[src/rtl/fec_cc_encoder_if.sv]
// ---------------------------------------------------------------------------
// fec_cc_encoder_if
//   Groups the serial streams around the convolutional encoder.
//   Upstream side (from the randomizer): data_in, valid_in, ready_out.
//   Downstream side (to the interleaver): data_out, valid_out, sop_out,
//   eop_out, ready_in.
//   slave  : the encoder's view (consumes data_in, produces data_out).
//   master : the surrounding logic's view (drives data_in and ready_in).
// ---------------------------------------------------------------------------
interface fec_cc_encoder_if;
  logic data_in;
  logic valid_in;
  logic ready_out;
  logic data_out;
  logic valid_out;
  logic sop_out;
  logic eop_out;
  logic ready_in;

  modport slave (
    input  data_in,
    input  valid_in,
    input  ready_in,
    output ready_out,
    output data_out,
    output valid_out,
    output sop_out,
    output eop_out
  );

  modport master (
    output data_in,
    output valid_in,
    output ready_in,
    input  ready_out,
    input  data_out,
    input  valid_out,
    input  sop_out,
    input  eop_out
  );
endinterface

[src/rtl/fec_cc_encoder.sv]
// ---------------------------------------------------------------------------
// fec_cc_encoder
//   Rate-1/2, constraint-length-7 tail-biting convolutional encoder
//   (G1 = 171 octal, G2 = 133 octal). Serial randomized bits are captured
//   into one half of a two-bank ping-pong buffer while the other half is
//   encoded. Tail-biting needs the last six bits of a block before the first
//   output, so a block is only encoded once it has been fully captured.
//   Output order per block: X0, Y0, X1, Y1, ... X95, Y95.
//
// Ports
//   clk        clock
//   rst_n      asynchronous active-low reset
//   bus.data_in / bus.valid_in / bus.ready_out   upstream serial stream
//   bus.data_out / bus.valid_out / bus.ready_in  downstream coded stream
//   bus.sop_out  marks X0, bus.eop_out marks Y95
// ---------------------------------------------------------------------------
module fec_cc_encoder #(
  parameter int BLOCK_BITS = 96
) (
  input  logic             clk,
  input  logic             rst_n,
  fec_cc_encoder_if.slave  bus
);

  localparam int MEM   = 6;
  localparam int CNT_W = $clog2(BLOCK_BITS);
  localparam logic [CNT_W-1:0] LAST = CNT_W'(BLOCK_BITS - 1);

  typedef enum logic [1:0] {IDLE, LOAD, ENCODE} state_e;

  logic [BLOCK_BITS-1:0] bank_q [2];
  logic [BLOCK_BITS-1:0] bank_d [2];
  logic [1:0]            full_q, full_d;
  logic                  wr_bank_q, wr_bank_d;
  logic [CNT_W-1:0]      wr_cnt_q, wr_cnt_d;

  state_e                state_q, state_d;
  logic                  rd_bank_q, rd_bank_d;
  logic [MEM:1]          s_q, s_d;
  logic [CNT_W-1:0]      n_q, n_d;
  logic                  phase_q, phase_d;

  logic                  data_out_q, data_out_d;
  logic                  valid_out_q, valid_out_d;
  logic                  sop_q, sop_d;
  logic                  eop_q, eop_d;

  logic                  ready_out;
  logic                  accept;
  logic                  advance;
  logic                  cur_bit;
  logic                  blk_release;

  // s[k] holds u_{n-k}; the generators tap the current bit plus the memory.
  function automatic logic g1(input logic u, input logic [MEM:1] s);
    return u ^ s[1] ^ s[2] ^ s[3] ^ s[6];
  endfunction

  function automatic logic g2(input logic u, input logic [MEM:1] s);
    return u ^ s[2] ^ s[3] ^ s[5] ^ s[6];
  endfunction

  // ready_out depends only on registered flags so no path exists from the
  // downstream ready back to the upstream ready.
  assign ready_out   = !full_q[wr_bank_q];
  assign accept      = bus.valid_in && ready_out;
  assign advance     = valid_out_q && bus.ready_in;
  assign cur_bit     = bank_q[rd_bank_q][n_q];
  assign blk_release = (state_q == ENCODE) && advance && phase_q && (n_q == LAST);

  assign bus.ready_out = ready_out;
  assign bus.data_out  = data_out_q;
  assign bus.valid_out = valid_out_q;
  assign bus.sop_out   = sop_q;
  assign bus.eop_out   = eop_q;

  // Write side: store accepted bits and hand a bank over once it is complete.
  // Release and completion always hit different banks, because a full bank
  // blocks the writer until the reader releases it.
  always_comb begin
    bank_d    = bank_q;
    full_d    = full_q;
    wr_bank_d = wr_bank_q;
    wr_cnt_d  = wr_cnt_q;
    if (blk_release) begin
      full_d[rd_bank_q] = 1'b0;
    end
    if (accept) begin
      bank_d[wr_bank_q][wr_cnt_q] = bus.data_in;
      if (wr_cnt_q == LAST) begin
        full_d[wr_bank_q] = 1'b1;
        wr_bank_d         = ~wr_bank_q;
        wr_cnt_d          = '0;
      end else begin
        wr_cnt_d = wr_cnt_q + CNT_W'(1);
      end
    end
  end

  // Read side: the output registers always hold the coded bit for the current
  // (n, phase), so each advance precomputes the next bit to present.
  always_comb begin
    state_d     = state_q;
    rd_bank_d   = rd_bank_q;
    s_d         = s_q;
    n_d         = n_q;
    phase_d     = phase_q;
    data_out_d  = data_out_q;
    valid_out_d = valid_out_q;
    sop_d       = sop_q;
    eop_d       = eop_q;
    case (state_q)
      IDLE: begin
        if (full_q[rd_bank_q]) begin
          state_d = LOAD;
        end
      end
      LOAD: begin
        // Tail-biting: the memory starts with the block's own last bits.
        for (int k = 1; k <= MEM; k++) begin
          s_d[k] = bank_q[rd_bank_q][BLOCK_BITS-k];
        end
        n_d         = '0;
        phase_d     = 1'b0;
        data_out_d  = g1(bank_q[rd_bank_q][0], s_d);
        valid_out_d = 1'b1;
        sop_d       = 1'b1;
        eop_d       = 1'b0;
        state_d     = ENCODE;
      end
      ENCODE: begin
        if (advance) begin
          if (!phase_q) begin
            phase_d    = 1'b1;
            data_out_d = g2(cur_bit, s_q);
            sop_d      = 1'b0;
            eop_d      = (n_q == LAST);
          end else if (n_q == LAST) begin
            rd_bank_d   = ~rd_bank_q;
            phase_d     = 1'b0;
            data_out_d  = 1'b0;
            valid_out_d = 1'b0;
            sop_d       = 1'b0;
            eop_d       = 1'b0;
            state_d     = full_q[~rd_bank_q] ? LOAD : IDLE;
          end else begin
            s_d        = {s_q[MEM-1:1], cur_bit};
            n_d        = n_q + CNT_W'(1);
            phase_d    = 1'b0;
            data_out_d = g1(bank_q[rd_bank_q][n_d], s_d);
            sop_d      = 1'b0;
            eop_d      = 1'b0;
          end
        end
      end
      default: state_d = IDLE;
    endcase
  end

  // All state registers; reset discards any buffered or partially sent block.
  always_ff @(posedge clk or negedge rst_n) begin
    if (!rst_n) begin
      bank_q      <= '{default: '0};
      full_q      <= '0;
      wr_bank_q   <= 1'b0;
      wr_cnt_q    <= '0;
      state_q     <= IDLE;
      rd_bank_q   <= 1'b0;
      s_q         <= '0;
      n_q         <= '0;
      phase_q     <= 1'b0;
      data_out_q  <= 1'b0;
      valid_out_q <= 1'b0;
      sop_q       <= 1'b0;
      eop_q       <= 1'b0;
    end else begin
      bank_q      <= bank_d;
      full_q      <= full_d;
      wr_bank_q   <= wr_bank_d;
      wr_cnt_q    <= wr_cnt_d;
      state_q     <= state_d;
      rd_bank_q   <= rd_bank_d;
      s_q         <= s_d;
      n_q         <= n_d;
      phase_q     <= phase_d;
      data_out_q  <= data_out_d;
      valid_out_q <= valid_out_d;
      sop_q       <= sop_d;
      eop_q       <= eop_d;
    end
  end

endmodule

[src/flat_wrapper.sv]
// flat-port wrapper written by rule: the top's interface ports become plain ports
module fec_cc_encoder_flat 
#(
  parameter int BLOCK_BITS = 96
)
  (clk, rst_n, bus_data_in, bus_valid_in, bus_ready_in, bus_ready_out, bus_data_out, bus_valid_out, bus_sop_out, bus_eop_out);
  fec_cc_encoder_if bus_i ();
  input  logic clk;
  input  logic rst_n;
  input wire logic [$bits(bus_i.data_in)-1:0] bus_data_in;
  input wire logic [$bits(bus_i.valid_in)-1:0] bus_valid_in;
  input wire logic [$bits(bus_i.ready_in)-1:0] bus_ready_in;
  output wire logic [$bits(bus_i.ready_out)-1:0] bus_ready_out;
  output wire logic [$bits(bus_i.data_out)-1:0] bus_data_out;
  output wire logic [$bits(bus_i.valid_out)-1:0] bus_valid_out;
  output wire logic [$bits(bus_i.sop_out)-1:0] bus_sop_out;
  output wire logic [$bits(bus_i.eop_out)-1:0] bus_eop_out;
  assign bus_i.data_in = bus_data_in;
  assign bus_i.valid_in = bus_valid_in;
  assign bus_i.ready_in = bus_ready_in;
  assign bus_ready_out = bus_i.ready_out;
  assign bus_data_out = bus_i.data_out;
  assign bus_valid_out = bus_i.valid_out;
  assign bus_sop_out = bus_i.sop_out;
  assign bus_eop_out = bus_i.eop_out;
  fec_cc_encoder #(.BLOCK_BITS(BLOCK_BITS)) u_core (.clk(clk), .rst_n(rst_n), .bus(bus_i));
endmodule
[config.mk]
export PLATFORM = sky130hd
export DESIGN_NAME = fec_cc_encoder_flat
export DESIGN_NICKNAME = d
export VERILOG_FILES = /design/src/rtl/fec_cc_encoder_if.sv /design/src/rtl/fec_cc_encoder.sv /design/src/flat_wrapper.sv
export SDC_FILE = /design/constraint.sdc
export NUM_CORES = 1
export LEC_CHECK = 0
export CAP_MARGIN = 25
export CELL_PAD_IN_SITES_DETAIL_PLACEMENT = 0
export CELL_PAD_IN_SITES_GLOBAL_PLACEMENT = 1
export CORE_AREA = 5 5 159 161
export CTS_CLUSTER_DIAMETER = 30
export DETAILED_ROUTE_END_ITERATION = 6
export DIE_AREA = 0 0 164 166
export GPL_TIMING_DRIVEN = 0
export PLACE_DENSITY_LB_ADDON = 0.2
export SLEW_MARGIN = 30
export SYNTH_ARGS = -nofsm -noshare
export SYNTH_HDL_FRONTEND = slang
export SYNTH_SLANG_ARGS = --single-unit
[constraint.sdc]
create_clock -name clk -period 4.7 [get_ports clk]
set_input_delay 0.94 -clock clk [delete_from_list [all_inputs] [get_ports clk]]
set_output_delay 0.94 -clock clk [all_outputs]
set_load 0.01 [all_outputs]
Fig. 1: run 1, sequential cells grouped by signal name
(2 px per um) Other sequential cells in the stronger gray, the rest of the logic in the fainter gray.
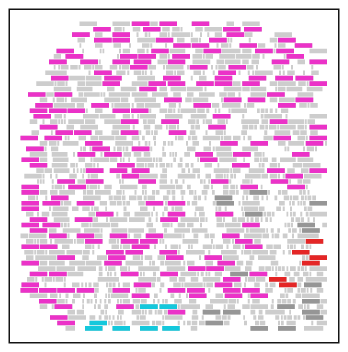
color	signal	placed flops	where
cyan	u_core.wr_cnt_q	7	south
magenta	u_core.bank_q	192	widely spread
red	u_core.s_q	6	south-east
not colored	18
final core utilization: 66.79%
Flop area: 0.005580 mm^2
sequential power: 0.00235 W
sequential fraction of total cell area: 35.08%

Fig. 2: run 1, track usage over the die
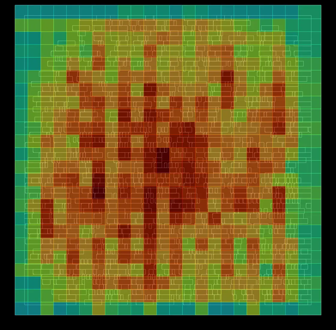
average wire per cell in the routed design: 27.03 um
GR Layer Usage met1: 45.02%

Fig. 3: run 1, drive-strength map
(3 px per um)
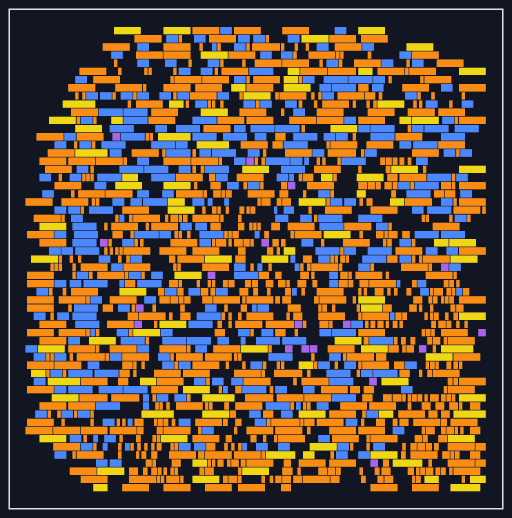
color	size	cells
orange	x1 and smaller	847
purple	x3 and x4	18
yellow	x6 and larger	92
blue	x2	318

## run 1: path summary, 6_finish.rpt
kind	slack, ps	endpoint	from	depth (start not counted)
max reg2reg	960	u_core.bus.data_out	u_core.n_q[0]	12
min	300	u_core.bus.valid_out	rst_n	1
min in group clk	480	u_core.bus.sop_out	u_core.bus.sop_out	2
max	960	u_core.bus.data_out	u_core.n_q[0]	12
min reg2reg	480	u_core.bus.sop_out	u_core.bus.sop_out	2
max in group asynchronous	3440	u_core.bank_q[37]	rst_n	3
## run 1: cell type report
cell class	instances	share of cell area, %
Timing Repair Buffer	13	1.195
Inverter	8	0.1888
Clock inverter	24	2.454
Clock buffer	80	10.13
Buffer	103	3.177
Multi-Input combinational cell	824	45.23
Sequential cell	223	35.08
Tap cell	324	2.548
## run 1: flip-flops by register name, indices dropped and copies added (netlist names), 2 cells and up
name / count
u_core.bank_q: 192
u_core.full_q: 2
u_core.n_q: 7
u_core.s_q: 6
u_core.state_q: 2
u_core.wr_cnt_q: 7
## run 1: synthesized netlist by cell type, types with 3 or more instances
cell type                  count  share of area, %
sky130_fd_sc_hd__buf_6         6              0.51
sky130_fd_sc_hd__nand4_1       6              0.28
sky130_fd_sc_hd__mux4_1       10               2.0
sky130_fd_sc_hd__a211oi_1      3              0.17
sky130_fd_sc_hd__clkbuf_1     70               2.0
sky130_fd_sc_hd__nor2b_1      14              0.66
sky130_fd_sc_hd__o21ai_0      26              0.98
sky130_fd_sc_hd__o31ai_1      10              0.56
sky130_fd_sc_hd__a31oi_1       3              0.14
sky130_fd_sc_hd__xor2_1        3              0.20
sky130_fd_sc_hd__a311oi_1      3              0.20
sky130_fd_sc_hd__o211ai_1      3              0.17
sky130_fd_sc_hd__nand2b_1     11              0.52
sky130_fd_sc_hd__buf_4        11              0.62
sky130_fd_sc_hd__a22oi_1       4              0.23
sky130_fd_sc_hd__mux2_2      201                17
sky130_fd_sc_hd__dfrtp_1     223                42
sky130_fd_sc_hd__a32oi_1       3              0.20
sky130_fd_sc_hd__nor2_1      105               3.0
sky130_fd_sc_hd__or2_2         3              0.14
sky130_fd_sc_hd__a21oi_1      14              0.53
sky130_fd_sc_hd__nand2_1     185               5.2
sky130_fd_sc_hd__nand3_1      24              0.90
sky130_fd_sc_hd__mux2i_1      35               2.6
sky130_fd_sc_hd__mux4_2       83                14
sky130_fd_sc_hd__buf_1         4              0.11
sky130_fd_sc_hd__nor3_1       16              0.60
sky130_fd_sc_hd__buf_2        11              0.41
sky130_fd_sc_hd__inv_1         6              0.17
sky130_fd_sc_hd__xnor2_1      20               1.3
## run 1: through the flow
| step | hold WS, ps | TNS, ps | total power, W | utilization, % |
|---|---|---|---|---|
| 3_5_place_dp | 480.1 | 0 | 0.005629 | 58.37 |
| 5_1_grt | 326.2 | 0 | 0.01007 | 66.79 |
| 4_1_cts | 309.8 | 0 | 0.009676 | 66.78 |
| 3_3_place_gp | 463.3 | -1563730 | 0.005556 | 57.89 |
| 6_report | 303.9 | 0 | 0.009762 | 66.79 |
| 2_1_floorplan | 450.2 | 0 | 0.004493 | - |
==> out/results.ini, run 1 <==
[outcome]
status=completed

[critical_path]
crit_path_start_kind=register
worstSetupPathType=register to register
path_cells=ha_1 > buf_2 > buf_1 > clkbuf_1 > mux2i_1 > nand2_1 > o211ai_1 > a21oi_1 > o21bai_1 > a21oi_2 > xnor2_1 > o22ai_1
critical_path_max_stage_delay_ps=640
worstPathMaxFanout=10
required_ps=5130
worstPathBufferInverterCount=3
worst_ep_arrival_time_ps=4170
cp_top_family=buffers and inverters
critical_path_endpoint_category=register
cpMaxStageDelayCell=sky130_fd_sc_hd__clkbuf_1

[timing]
setup_viol=0
fin_skew_ps=20.82
timing.final.ws_setup_ps=959.4
maxSlewViolCount=0
grt_setup_unrepaired=false
finalClockPeriodUsage_pct=79.59
timing_worst_slew_pin_value_ps=1042
final.min_clock_period_ps=3741
max_slew_margin_pct=30.53
finalHoldViolCount=0
max_freq_mhz=267.3

[yosys]
post_synth_main_logic_family=multiplexers
synth.area.mux_share_pct=35.67
floorplan.nets=1165
yosysChipArea_mm2=0.01330
synthArstFlopShare_pct=100.0
synthCells=1158
postSynth.topFlopCell=sky130_fd_sc_hd__dfrtp_1
ys_seq_share_pct=41.94
synthAoiAreaFrac_pct=4.599
synthesis.area_mm2=0.01330
number_of_synthesized_register_bits=223
total_number_of_yosys_warnings=0
average_footprint_of_a_synthesized_cell_um2=11.49
ys_sh_xor_pct=1.514
post_synth_num_cell_types=62
synth-cells-yosys=1158
synthAdderAreaFrac_pct=0.1881

[drt]
remaining_drc_errors=0
route.met3.wl_mm=4.341
wl_met2_mm=19.46
met1Wirelength_mm=17.33
number_of_design_rule_violations_left_by_the_first_detailed_router_iteration=1283
ant_nets=0
top_layer_used=met4
dr_vias=10463
via_per_inst=6.543
drtPass1Iterations=5
wl_mm=43.22

[cts]
clk_pin_slew_ps=40
hold_buffers=0
cts_tree=built
clock_tree.root_cell=sky130_fd_sc_hd__clkbuf_16
worstSkewPairLatency_ps=570
tritoncts.num_buffers=56
htreeDepth=2
clk_path_buf_depth=3
post-cts-setup-buffer-count=0
cts.sinks=223
cts_repair_resized_insts=0

[layout]
antennaDiodeCount=0
layout.cells.most_common=sky130_fd_sc_hd__dfrtp_1
area.combinational_mm2=0.007196
fraction_of_layout_instances_using_a_drive_strength_above_1_pct=33.57
final_cell_area_mm2=0.01591
area_growth_pct=19.58
fin_cells=1599
lay_top_cells=sky130_fd_sc_hd__dfrtp_1, sky130_fd_sc_hd__mux2_2, sky130_fd_sc_hd__nand2_1
fill_cells=1858
design.final.nets=1236

[power_and_ir_drop]
powerDensity_mw_per_mm2=613.6
largestPowerGroup=the clock network
power.leakage_nw=6.846
vdd_drop_max_v=0.0004033
intPower_w=0.006276
power_frac_clock_pct=41.3
p_sw_share_pct=35.71
power.net_switching_w=0.003486
seq_power_share_pct=24.1
share_comb_of_total_power_pct=34.6
clock_power_w=0.00403

[floorplanning]
floorplan.die_area_mm2=0.02722
die-height_um=166
die_width_um=164
floorplan.core_util_pct=55.85
top_level_ports=10
core_area_mm2=0.02382
placementRows=57

[grt]
via_count_of_the_first_global_routing_pass=10426
grt_use_total_pct=32.18
initial_antenna_violation_count=0
grt_util_met2_pct=48.03
pin_count_of_the_biggest_net_entering_global_routing=64
grt_util_met3_pct=8.315
grt_pass1_wl_mm=65.40
grt_max_usage_layer=met2
globalRouteOverflowTotal=0

[run]
cap_viol_max_count=0
number_of_logged_tool_warnings=26

[place]
place_area_mm2=0.01390
buffer_ports.inserted=8
post-dp-hpwl_mm=29.66
dpl.cell_count=1495
place_congestion=0.9927

[worst_hold_path]
worstHoldPathType=input port to asynchronous set/reset pin

--- run 2 (diff from run 1) ---
CORE_AREA = 5 5 175 177   (was 5 5 159 161)
DIE_AREA = 0 0 180 182   (was 0 0 164 166)
clock period = 3.1 ns   (was 4.7 ns; I/O delays follow)
==> run 2 against run 1 <==
Against the previous run:
- register-to-register slack lost 940 ps
- largest power group unchanged
- highest routed layer unchanged
- critical path depth is the same
- via count shrank 1.7%
==> out/results.ini, run 2 <==
[outcome]
status=completed

[layout]
layout.cells.most_common=sky130_fd_sc_hd__dfrtp_1
fraction_of_layout_instances_using_a_drive_strength_above_1_pct=35.16  ; +1.6 points
design.final.nets=1237  ; +0.081%
largest_register_ffs=192  ; unchanged
layout_top_registers=u_core.bank_q (192), u_core.n_q (7), u_core.wr_cnt_q (7)
lay_top_cells=sky130_fd_sc_hd__dfrtp_1, sky130_fd_sc_hd__mux2_2, sky130_fd_sc_hd__nand2_1
area_growth_pct=21.60

[critical_path]
rrSetupSlack_ps=20  ; -940 ps
crit_path_start_kind=register
critical_path_endpoint_category=register
worstSetupStartpoint=u_core.n_q[1]
crit-reg2reg-launch=u_core.n_q[1]

[cts]
cts_tree=built
clk_pin_slew_ps=40  ; about the same
cts_repair_resized_insts=19  ; +19
cts.sinks=223  ; unchanged
hold_buffers=0  ; unchanged

[grt]
grt_use_total_pct=27.73  ; -4.5 points
grt_pass1_wl_mm=68.11  ; +4.1%
globalRouteOverflowTotal=0  ; unchanged
pin_count_of_the_biggest_net_entering_global_routing=80  ; +25%
via_count_of_the_first_global_routing_pass=10368  ; -0.56%
initial_antenna_violation_count=1  ; +1

[drt]
number_of_design_rule_violations_left_by_the_first_detailed_router_iteration=935  ; -27%
dr_vias=10284  ; -1.7%
drtPass1Iterations=5  ; unchanged
ant_nets=0  ; unchanged

[run]
cap_viol_max_count=0  ; unchanged
number_of_logged_tool_warnings=28  ; +7.7%

[place]
post-dp-hpwl_mm=31.06  ; +4.7%
place_area_mm2=0.01395  ; +0.33%
buffer_ports.inserted=8  ; unchanged

[yosys]
average_footprint_of_a_synthesized_cell_um2=11.49  ; unchanged
synthesis.area_mm2=0.01330  ; unchanged
floorplan.nets=1165  ; unchanged
post_synth_main_area_contributors=sky130_fd_sc_hd__dfrtp_1, sky130_fd_sc_hd__mux2_2, sky130_fd_sc_hd__mux4_2
synthCells=1158  ; unchanged
postSynth.topFlopCell=sky130_fd_sc_hd__dfrtp_1
synth_top_area_share_pct=41.94  ; unchanged
synth-cells-yosys=1158  ; unchanged
post_synth_most_frequent_cells=sky130_fd_sc_hd__dfrtp_1, sky130_fd_sc_hd__mux2_2, sky130_fd_sc_hd__nand2_1
number_of_synthesized_register_bits=223  ; unchanged
most_repeated_cell_in_the_gate_level_netlist_after_synthesis=sky130_fd_sc_hd__dfrtp_1
synthArstFlopShare_pct=100.0  ; unchanged
yosysChipArea_mm2=0.01330  ; unchanged

[timing]
timing.setup.tns_ps=0  ; unchanged
finalHoldViolCount=0  ; unchanged
max_slew_margin_pct=30.62  ; +0.086 points
setup_viol=0  ; unchanged
timing_worst_slew_pin_value_ps=1041  ; -1.295 ps
maxSlewViolCount=0  ; unchanged
fin_skew_ps=14.94  ; -5.882 ps
finalClockPeriodUsage_pct=99.23  ; +20 points

[floorplanning]
floorplan.core_util_pct=45.74  ; -10 points
floorplan.die_area_mm2=0.03276  ; +20%
die_width_um=180  ; +9.8%
die-height_um=182  ; +9.6%

[power_and_ir_drop]
share_comb_of_total_power_pct=35.1  ; +0.5 points
power_frac_clock_pct=41.7  ; +0.4 points
power.net_switching_w=0.005438  ; +56%
power.leakage_nw=6.970  ; +1.8%
seq_power_share_pct=23.2  ; -0.9 points
power.total_w=0.01526  ; +56%
vdd_drop_max_v=0.0005402  ; +34%

[worst_hold_path]
worstHoldPathType=input port to asynchronous set/reset pin

==> run 2: cell counts after synthesis <==
Identical to the previous run, type by type.
==> run 2: path summary, 6_finish.rpt <==
kind / end / depth (start not counted)
setup / recovery: u_core.bus.data_out / 12
hold / removal: u_core.phase_q / 1
setup reg to reg: u_core.bus.data_out / 12
hold reg to reg: u_core.bus.sop_out / 2
max in group asynchronous: u_core.bank_q[150] / 2
min in group clk: u_core.bus.sop_out / 2
==> run 2: critical path, cell delays in order, from the launching register on <==
cell and delay, ps:
sky130_fd_sc_hd__dfrtp_1 370, sky130_fd_sc_hd__buf_2 290, sky130_fd_sc_hd__clkbuf_4 310, sky130_fd_sc_hd__buf_4 280, sky130_fd_sc_hd__mux4_2 320, sky130_fd_sc_hd__mux2i_1 310
sky130_fd_sc_hd__a32oi_1 130, sky130_fd_sc_hd__a21oi_1 240, sky130_fd_sc_hd__a32oi_1 100, sky130_fd_sc_hd__o21ai_2 170, sky130_fd_sc_hd__xnor2_1 170, sky130_fd_sc_hd__xnor2_1 130
sky130_fd_sc_hd__o22ai_1 90
==> run 2: area by class of cell <==
type / count / area (um^2) / share of cell area (%)
Inverter: 8 / 30.03 / 0.1856
Tap cell: 390 / 488.0 / 3.016
Clock buffer: 89 / 1804 / 11.15
Buffer: 102 / 575.6 / 3.558
Antenna cell: 2 / 5.005 / 0.03094
Multi-Input combinational cell: 824 / 7244 / 44.78
Clock inverter: 24 / 310.3 / 1.918
Sequential cell: 223 / 5580 / 34.49
Timing Repair Buffer: 10 / 140.1 / 0.8662
==> run 2: kinds of logic after synthesis <==
group,synth area share (%)
XOR/XNOR,1.514
AND-OR/OR-AND,4.599
AND/OR/NAND/NOR,12.11
buffers and inverters,3.969
adder cells (fa/ha/maj),0.1881
multiplexers,35.67
flip-flops,41.94
==> run 2: routing by layer <==
layer  vias up  track usage (%)  part of all wire (%)
met1      5301            36.15                    41
met4         0            10.39                   4.0
met2       492            43.15                    46
li1       4372                -                     -
met5         -                0                     0
met3       119            9.555                   9.9
==> run 2: power by group through the flow <==
stage | logic, W | registers [W] | clock network (W)
after global placement | 0.00499 | 0.00357 | 0
after CTS | 0.00515 | 0.00354 | 0.00642
final | 0.00535 | 0.00355 | 0.00636
after global routing | 0.00557 | 0.00358 | 0.00662
after detailed placement | 0.00504 | 0.00357 | 0
after floorplan | 0.00333 | 0.00348 | 0
==> run 2: stage by stage <==
step,hold slack [ps],std cells,worst slack (ps)
2_1_floorplan,324.4,1158,509.6
3_3_place_gp,466.0,1556,-8643
3_5_place_dp,468.6,1558,-589.3
4_1_cts,60.71,1671,-25.10
5_1_grt,89.68,1671,-35.70
6_report,25.70,1672,23.76
Fig. 4: run 2, track usage over the die
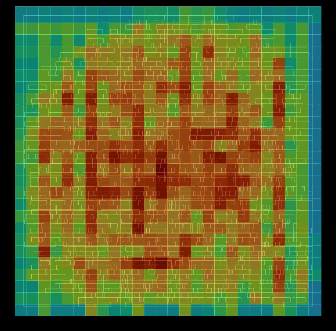
GRT Max-Usage Layer: met2
average wire per cell in the routed design: 27.25 um
final core utilization: 55.62%
global-route met2 utilization: 43.15%

No activity file was given, so power comes from the tool's default toggle rates.
